===== config.mk =====
export PLATFORM = sky130hd
export DESIGN_NAME = l1_i_refill_unit_flat
export DESIGN_NICKNAME = d
export VERILOG_FILES = /design/src/rtl/l1_i_pkg.sv /design/src/rtl/l1_i_refill_unit_if.sv /design/src/rtl/l1_i_line_buffer.sv /design/src/rtl/l1_i_refill_unit.sv /design/src/flat_wrapper.sv
export SDC_FILE = /design/constraint.sdc
export NUM_CORES = 1
export LEC_CHECK = 0
export CAP_MARGIN = 20
export CORE_AREA = 2 2 463 465
export CTS_CLUSTER_DIAMETER = 100
export DETAILED_ROUTE_END_ITERATION = 7
export DIE_AREA = 0 0 465 467
export GPL_TIMING_DRIVEN = 0
export HOLD_SLACK_MARGIN = 0.06
export PLACE_DENSITY = 0.34
export SLEW_MARGIN = 10
export SYNTH_ARGS = -nofsm -noshare
export SYNTH_HDL_FRONTEND = slang
export SYNTH_SLANG_ARGS = --single-unit

===== constraint.sdc =====
create_clock -name clk -period 4.59 [get_ports clk]
set_input_delay 0.459 -clock clk [delete_from_list [all_inputs] [get_ports clk]]
set_output_delay 0.459 -clock clk [all_outputs]
set_load 0.01 [all_outputs]

===== src/rtl/l1_i_pkg.sv =====
`default_nettype none
// ============================================================================
// l1_i_pkg : shared widths, line geometry and refill FSM encodings for L1-I
// Rev 1.0
// ============================================================================
package l1_i_pkg;

  localparam int TAG_W      = 20;
  localparam int IDX_W      = 6;
  localparam int WORD_W     = 32;
  localparam int LINE_WORDS = 16;
  localparam int OFF_W      = $clog2(LINE_WORDS);
  localparam int LINE_W     = WORD_W * LINE_WORDS;
  localparam int ADDR_W     = 32;

  localparam logic [2:0] S_IDLE = 3'd0;
  localparam logic [2:0] S_WB   = 3'd1;
  localparam logic [2:0] S_RD   = 3'd2;
  localparam logic [2:0] S_DONE = 3'd3;
  localparam logic [2:0] S_HOLD = 3'd4;

  function automatic logic [ADDR_W-1:0] beat_addr(input logic [TAG_W-1:0] t,
                                                  input logic [IDX_W-1:0] i,
                                                  input logic [OFF_W-1:0] b);
    return {t, i, b, 2'b00};
  endfunction

endpackage
`default_nettype wire


===== src/rtl/l1_i_refill_unit_if.sv =====
`default_nettype none
// ============================================================================
// l1_i_refill_unit_if : single-word req/gnt/rvalid memory beat bus
// Rev 1.0
// ============================================================================
interface l1_i_refill_unit_if
  import l1_i_pkg::*;
();

  logic              mem_req;
  logic              mem_we;
  logic [ADDR_W-1:0] mem_addr;
  logic [WORD_W-1:0] mem_wdata;
  logic              mem_gnt;
  logic              mem_rvalid;
  logic [WORD_W-1:0] mem_rdata;

  modport master (
    output mem_req, mem_we, mem_addr, mem_wdata,
    input  mem_gnt, mem_rvalid, mem_rdata
  );

  modport slave (
    input  mem_req, mem_we, mem_addr, mem_wdata,
    output mem_gnt, mem_rvalid, mem_rdata
  );

endinterface
`default_nettype wire


===== src/rtl/l1_i_line_buffer.sv =====
`default_nettype none
// ============================================================================
// l1_i_line_buffer : LINE_WORDS x WORD_W register line, word write, flat read
// Rev 1.0
// ============================================================================
module l1_i_line_buffer
  import l1_i_pkg::*;
(
  input  logic              clk,
  input  logic              nrst,
  input  logic              wr_en,
  input  logic [OFF_W-1:0]  wr_word,
  input  logic [WORD_W-1:0] wr_data,
  output logic [LINE_W-1:0] line
);

  for (genvar g = 0; g < LINE_WORDS; g++) begin : g_word
    logic [WORD_W-1:0] r_word;

    always_ff @(posedge clk or negedge nrst) begin
      if (!nrst) begin
        r_word <= '0;
      end else if (wr_en && (wr_word == OFF_W'(g))) begin
        r_word <= wr_data;
      end
    end

    assign line[g*WORD_W +: WORD_W] = r_word;
  end

endmodule
`default_nettype wire


===== src/rtl/l1_i_refill_unit.sv =====
`default_nettype none
// ============================================================================
// l1_i_refill_unit : L1-I line fill / victim write-back engine on a beat bus
// Optional: L1I_REFILL_PERF_EN adds fill/write-back/busy-cycle counters
// Rev 1.0
// ============================================================================
module l1_i_refill_unit
  import l1_i_pkg::*;
(
  input  logic                       clk,
  input  logic                       nrst,
  input  logic                       read_L1_L2,
  input  logic                       write_L1_L2,
  input  logic [TAG_W-1:0]           tag,
  input  logic [IDX_W-1:0]           index,
  input  logic [TAG_W-1:0]           wb_tag,
  input  logic [LINE_W-1:0]          wb_line,
  output logic                       ready_L2_L1,
  output logic [LINE_W-1:0]          refill_line,
`ifdef L1I_REFILL_PERF_EN
  output logic [31:0]                fill_cnt,
  output logic [31:0]                wb_cnt,
  output logic [31:0]                stall_cyc_cnt,
`endif
  l1_i_refill_unit_if.master         mem
);

  logic [2:0]        r_state;
  logic [OFF_W-1:0]  r_req_cnt;
  logic [OFF_W-1:0]  r_rsp_cnt;
  logic              r_req_done;
  logic              r_is_fill;
  logic [TAG_W-1:0]  r_tag;
  logic [IDX_W-1:0]  r_idx;
  logic [LINE_W-1:0] w_line;

  logic w_in_wb;
  logic w_in_rd;
  logic w_fire;
  logic w_rsp;
  logic w_last_req;
  logic w_last_rsp;

  always_comb begin
    w_in_wb    = (r_state == S_WB);
    w_in_rd    = (r_state == S_RD);
    w_fire     = mem.mem_req && mem.mem_gnt;
    w_rsp      = w_in_rd && mem.mem_rvalid;
    w_last_req = (r_req_cnt == OFF_W'(LINE_WORDS - 1));
    w_last_rsp = (r_rsp_cnt == OFF_W'(LINE_WORDS - 1));
  end

  // Address fields are captured at request time so a requester dropping its
  // request mid-transfer cannot disturb the remaining beat addresses.
  always_ff @(posedge clk or negedge nrst) begin
    if (!nrst) begin
      r_state    <= S_IDLE;
      r_req_cnt  <= '0;
      r_rsp_cnt  <= '0;
      r_req_done <= 1'b0;
      r_is_fill  <= 1'b0;
      r_tag      <= '0;
      r_idx      <= '0;
    end else begin
      case (r_state)
        S_IDLE: begin
          if (write_L1_L2) begin
            r_state    <= S_WB;
            r_is_fill  <= 1'b0;
            r_tag      <= wb_tag;
            r_idx      <= index;
            r_req_cnt  <= '0;
            r_rsp_cnt  <= '0;
            r_req_done <= 1'b0;
          end else if (read_L1_L2) begin
            r_state    <= S_RD;
            r_is_fill  <= 1'b1;
            r_tag      <= tag;
            r_idx      <= index;
            r_req_cnt  <= '0;
            r_rsp_cnt  <= '0;
            r_req_done <= 1'b0;
          end
        end
        S_WB: begin
          if (w_fire) begin
            r_req_cnt <= r_req_cnt + 1'b1;
            if (w_last_req) begin
              r_state <= S_DONE;
            end
          end
        end
        S_RD: begin
          if (w_fire) begin
            r_req_cnt <= r_req_cnt + 1'b1;
            if (w_last_req) begin
              r_req_done <= 1'b1;
            end
          end
          if (w_rsp) begin
            r_rsp_cnt <= r_rsp_cnt + 1'b1;
            if (w_last_rsp) begin
              r_state <= S_DONE;
            end
          end
        end
        S_DONE:  r_state <= S_HOLD;
        S_HOLD:  r_state <= S_IDLE;
        default: r_state <= S_IDLE;
      endcase
    end
  end

  l1_i_line_buffer u_line_buffer (
    .clk     (clk),
    .nrst    (nrst),
    .wr_en   (w_rsp),
    .wr_word (r_rsp_cnt),
    .wr_data (mem.mem_rdata),
    .line    (w_line)
  );

  always_comb begin
    mem.mem_req   = w_in_wb || (w_in_rd && !r_req_done);
    mem.mem_we    = w_in_wb;
    mem.mem_addr  = (w_in_wb || w_in_rd) ? beat_addr(r_tag, r_idx, r_req_cnt) : '0;
    mem.mem_wdata = w_in_wb ? wb_line[r_req_cnt*WORD_W +: WORD_W] : '0;
    ready_L2_L1   = (r_state == S_DONE);
    refill_line   = (ready_L2_L1 && r_is_fill) ? w_line : '0;
  end

`ifdef L1I_REFILL_PERF_EN
  logic [31:0] r_fill_cnt;
  logic [31:0] r_wb_cnt;
  logic [31:0] r_stall_cnt;

  always_ff @(posedge clk or negedge nrst) begin
    if (!nrst) begin
      r_fill_cnt  <= '0;
      r_wb_cnt    <= '0;
      r_stall_cnt <= '0;
    end else begin
      if (ready_L2_L1 && r_is_fill && (r_fill_cnt != 32'hFFFF_FFFF)) begin
        r_fill_cnt <= r_fill_cnt + 32'd1;
      end
      if (ready_L2_L1 && !r_is_fill && (r_wb_cnt != 32'hFFFF_FFFF)) begin
        r_wb_cnt <= r_wb_cnt + 32'd1;
      end
      if ((r_state != S_IDLE) && (r_stall_cnt != 32'hFFFF_FFFF)) begin
        r_stall_cnt <= r_stall_cnt + 32'd1;
      end
    end
  end

  assign fill_cnt      = r_fill_cnt;
  assign wb_cnt        = r_wb_cnt;
  assign stall_cyc_cnt = r_stall_cnt;
`endif

endmodule
`default_nettype wire


===== src/flat_wrapper.sv =====
// flat-port wrapper written by rule: the top's interface ports become plain ports
module l1_i_refill_unit_flat import l1_i_pkg::*;
  (clk, nrst, read_L1_L2, write_L1_L2, tag, index, wb_tag, wb_line, ready_L2_L1, refill_line, mem_mem_req, mem_mem_we, mem_mem_addr, mem_mem_wdata, mem_mem_gnt, mem_mem_rvalid, mem_mem_rdata);
  l1_i_refill_unit_if mem_i ();
  input  logic clk;
  input  logic nrst;
  input  logic read_L1_L2;
  input  logic write_L1_L2;
  input  logic [TAG_W-1:0] tag;
  input  logic [IDX_W-1:0] index;
  input  logic [TAG_W-1:0] wb_tag;
  input  logic [LINE_W-1:0] wb_line;
  output logic ready_L2_L1;
  output logic [LINE_W-1:0] refill_line;
  output wire logic [$bits(mem_i.mem_req)-1:0] mem_mem_req;
  output wire logic [$bits(mem_i.mem_we)-1:0] mem_mem_we;
  output wire logic [$bits(mem_i.mem_addr)-1:0] mem_mem_addr;
  output wire logic [$bits(mem_i.mem_wdata)-1:0] mem_mem_wdata;
  input wire logic [$bits(mem_i.mem_gnt)-1:0] mem_mem_gnt;
  input wire logic [$bits(mem_i.mem_rvalid)-1:0] mem_mem_rvalid;
  input wire logic [$bits(mem_i.mem_rdata)-1:0] mem_mem_rdata;
  assign mem_mem_req = mem_i.mem_req;
  assign mem_mem_we = mem_i.mem_we;
  assign mem_mem_addr = mem_i.mem_addr;
  assign mem_mem_wdata = mem_i.mem_wdata;
  assign mem_i.mem_gnt = mem_mem_gnt;
  assign mem_i.mem_rvalid = mem_mem_rvalid;
  assign mem_i.mem_rdata = mem_mem_rdata;
  l1_i_refill_unit u_core (.clk(clk), .nrst(nrst), .read_L1_L2(read_L1_L2), .write_L1_L2(write_L1_L2), .tag(tag), .index(index), .wb_tag(wb_tag), .wb_line(wb_line), .ready_L2_L1(ready_L2_L1), .refill_line(refill_line), .mem(mem_i));
endmodule

Fig. 1: run 1, sequential cells coloured by netlist name
Scale: 1 px per um.
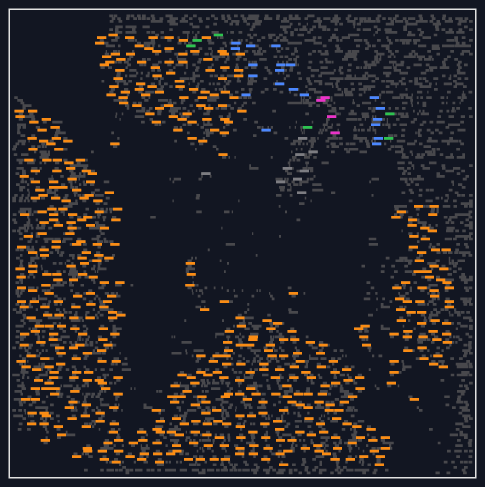
legend:
  green:
    netlist_name: u_core.r_idx
    sequential_cells: 6
  magenta:
    netlist_name: u_core.r_req_cnt
    sequential_cells: 4
  blue:
    netlist_name: u_core.r_tag
    sequential_cells: 20
    where: north
  orange:
    netlist_name: u_core.u_line_buffer.g_word.r_word
    sequential_cells: 512
    where: spread over the die
seq pwr: 5.20 mW
Seq area share: 29.2%
final core utilization: 22.3%
register area: 13800 um2

Fig. 2: run 1, the metal 2 layer
Scale: 1 px per um.
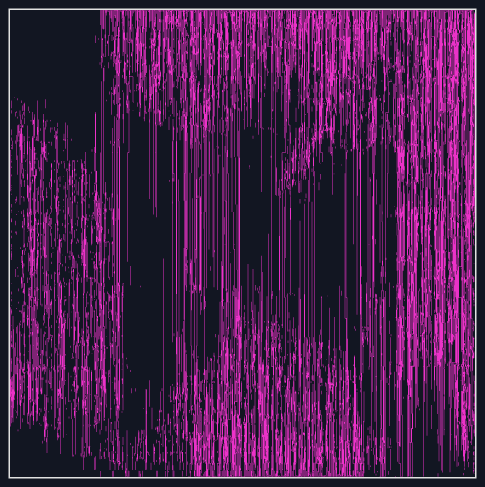
longest straight run: 297 um
nets with wire on the layer: 3863
share of all routed wire: 50%
global-route track usage on met2: 36.9%
via count: 26306

Fig. 3: run 1, local utilization
23 x 23 tiles, from black (low) to pale yellow (high), 0 to 100% covered.
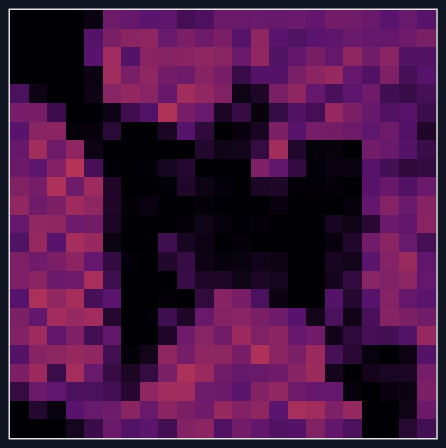
emptiest ninth of the die: centre
densest ninth of the die: south
nearly empty tiles: 21%
fullest tile: 48%
floorplan core density: 13.5%
core area: 212000 um2

Fig. 4: run 1, power grid
Pins as bars on the die edge.
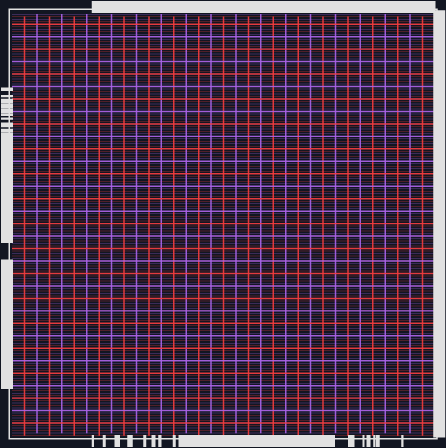
legend:
  red:
    net: VSS
  purple:
    net: VDD
rows: 169
met4 straps: 33
die y size: 467 um
Die X: 465 um
Max VDD drop: 0.000290 V

==> results.ini, run 1 <==
[final_layout]
layout_top_cells=clkdlybuf4s50_1, dfrtp_1, and3_1
combGateArea_um2=13700
drive_gt1_share_pct=25.0
stdcell_count=6470

[worst_setup_path]
cp_common_cell=buf_2
cpLargestDelayFamily=buffers and inverters
critical-path-max-stage-delay_ns=0.62
cp.arrival_ns=3.97
path_buffers=5
path_max_fanout=10

[placed_design]
dp_cells=6283
place_congestion=0.915

[clocking]
cts_buffers=81
clock-sinks=551
clk_path_buf_depth=3
cts_tree=done
htreeDepth=3
path_clk_slew_ns=0.06

[power]
internal-power_mw=11.8
power.density_nw_per_um2=411
combPwrFrac_pct=40.8

[sta]
finalCriticalPeriod_ns=4.43
fmax_mhz=226
period_used_pct=96.6
slew_headroom_pct=22.3
setup_viol=0
rsz0062_at_grt=false

[synth]
yosys.cell_count.top_type=dfrtp_1
yosysTopAreaCell=dfrtp_1
synth_cell_type_count=47
edf_count=0
netlist.area_leader.share_pct=48.1

[outcome]
status=finished clean

[global_route]
track_usage_pct=21.2
grt_pass1_wl_um=298000

[min_path]
whs_path_depth=3
hold_path_end=u_core.r_tag[1]$_DFFE_PN0P_

run 1: logic make-up (layout without fill, tap and decap cells):
| logic type | after synthesis | count (layout) | share of synthesized area (%) |
|---|---|---|---|
| muxes | 663 | 663 | 31.0 |
| DFF | 551 | 551 | 48.1 |
| adders and majority gates | 5 | 5 | 0.218 |
| and+or+nand+nor | 671 | 671 | 13.9 |
| xor gates and xnor gates | 1 | 1 | 0.0306 |
| AOI/OAI and AO/OA | 107 | 107 | 2.53 |
| buffers and inverters | 264 | 1605 | 4.16 |
| other | 1 | 46 | 0.0131 |
run 1: how the worst max path moves through the flow:
stage	endpoint	slack [ns]	depth (start not counted)
CTS	mem_mem_wdata[26]	0.02	7
global route	refill_line[97]	0.01	8
floorplan	mem_mem_wdata[28]	2.35	6
global placement	u_core.u_line_buffer.g_word[2].r_word[19]$_DFFE_PN0P_	-26.59	1
finish	mem_mem_wdata[26]	0.16	8
detailed placement	refill_line[481]	0.43	7
run 1: per-layer routing:
metal  vias up  GRT usage [%]  wire (um)
met4        56           5.18       6340
met3       338           9.04      23300
met1     13676           23.6      89500
met5         -              0        348
li1      10987              -          -
met2      1249           36.9     119000
run 1: final cells by class:
type	instances	share of cell area [%]
antenna	44	0.233
buffer	254	2.55
clock buffer	119	4.94
clock inverter	25	0.623
inverter	7	0.0556
multi-input combinational	1449	28.9
sequential	551	29.2
tap	2821	7.47
timing repair buffer	1200	26.0
run 1: tightest hold or removal path: cells and delay by family:
kind            cells  cell delay [ns]
compound gates      1             0.08
buf+inv             1             0.20
mux                 1             0.18
run 1: power groups by stage:
stage	clock (mW)	combinational [mW]	sequential, mW
floorplan	0	3.27	5.25
global placement	0	7.88	5.30
detailed placement	0	8.02	5.28
CTS	6.56	8.05	5.20
global route	6.72	8.33	5.23
finish	6.28	7.92	5.20
Fig. 5: run 1, clock nets
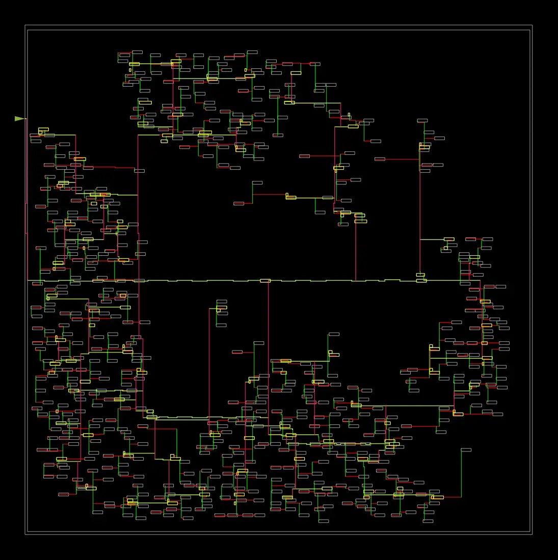

--- run 2 (diff from run 1) ---
MAX_ROUTING_LAYER = met4   (was unset)
Fig. 6: run 2, clock nets
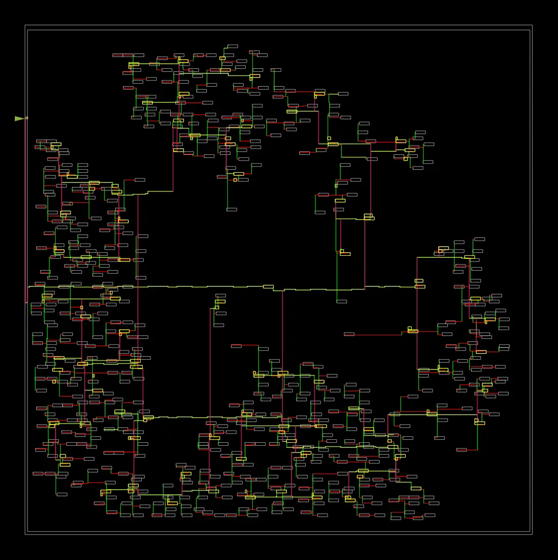
Clock buffer cells: 112
Clock Skew: 0.0288 ns
clk sink count: 551

==> run 2 against run 1 <==
  * Clock skew decreased by 0.033 ns
  * Critical path type unchanged
  * Largest power group unchanged
  * Final area increased by 0.10%
  * Die size unchanged
  * Flip-flop count unchanged
  * Critical path depth decreased by 2
  * Largest cell class unchanged
  * Routed wire length decreased by 0.22%
==> results.ini, run 2 <==
[clocking]
cts_buffers=81  ; unchanged
htreeDepth=3  ; unchanged

[power]
vdd_ir_drop_max_v=0.000243  ; -16%

[floorplan]
taps=2821  ; unchanged
initCoreUtil_pct=13.5  ; unchanged
fp.coreArea_um2=212000  ; unchanged
die_w_um=465  ; unchanged

[synth]
yosys.area_share.aoi_pct=2.53  ; unchanged
netlist.area_leader.share_pct=48.1  ; unchanged
adder_share_pct=0.218  ; unchanged
yosysTopAreaCell=dfrtp_1
ys_top_logic_family=multiplexers

[global_route]
track_usage_pct=21.7  ; +0.57 points
grt_pass1_wl_um=298000  ; -0.18%

[final_layout]
nMultiInputCombCells=1449  ; unchanged
utilization_pct=22.3  ; +0.023 points
drive_gt1_share_pct=25.3  ; +0.27 points
comb_share_pct=28.9  ; -0.029 points
clock_area_share_pct=5.40  ; -0.16 points
combGateArea_um2=13700  ; unchanged
sh_seq_area_pct=29.2  ; -0.029 points

[placed_design]
dp_cells=6288  ; +0.080%
place_congestion=0.930  ; +1.6%

[worst_setup_path]
cpLargestDelayFamily=simple AND/OR/NAND/NOR gates
critical-path-max-stage-delay_ns=0.72  ; +0.10 ns
path_buffers=2  ; -3

[sta]
period_used_pct=94.8  ; -1.8 points
fmax_mhz=230  ; +1.9%
slew_headroom_pct=30.5  ; +8.2 points
finalCriticalPeriod_ns=4.35  ; -0.0806 ns

[outcome]
status=finished clean

run 2: cell types whose count changed in the layout (fill, tap and decap cells not counted), moves of 3 or more:
cell      previous run  this run
diode_2             44        60
clkinv_2             8        16
clkbuf_1           164       159
buf_6                6         9
clkbuf_4             2         5
run 2: path summary, 6_finish.rpt:
kind                                               start                                                     end  slack (ns)  cells past startpoint
max reg2reg                u_core.r_state[0]$_DFFE_PN0P_   u_core.u_line_buffer.g_word[3].r_word[20]$_DFFE_PN0P_        1.96                      6
min                                                 nrst   u_core.u_line_buffer.g_word[9].r_word[14]$_DFFE_PN0P_        0.22                      2
max                        u_core.r_state[1]$_DFFE_PN0P_                                       mem_mem_wdata[23]        0.24                      6
max in group asynchronous                           nrst  u_core.u_line_buffer.g_word[11].r_word[24]$_DFFE_PN0P_        2.71                      5
min reg2reg                  u_core.r_idx[5]$_DFFE_PN0P_                             u_core.r_idx[5]$_DFFE_PN0P_        0.47                      2
min in group clk                             write_L1_L2                             u_core.r_tag[0]$_DFFE_PN0P_        0.26                      3
run 2: repair_timing:
action	in CTS	in global routing
setup endpoints to repair	76	9
hold buffers	1	0
hold endpoints to repair	190	0
cloned	0	0
gates resized	10	5
run 2: routing by layer:
metal	vias to the layer above	share of wire [%]	track usage [%]
li1	11060	-	-
met5	-	0	-
met1	13525	38	23.3
met2	1260	50	37.3
met4	0	2.9	5.35
met3	282	9.6	8.61
run 2: where the power goes:
| part | switching, mW | internal [mW] | leakage, nW |
|---|---|---|---|
| combinational | 4.87 | 3.03 | 13.0 |
| clock | 2.62 | 3.55 | 1.26 |
| sequential | 0.137 | 5.09 | 7.60 |
Power is estimated from default activity; no workload was simulated.
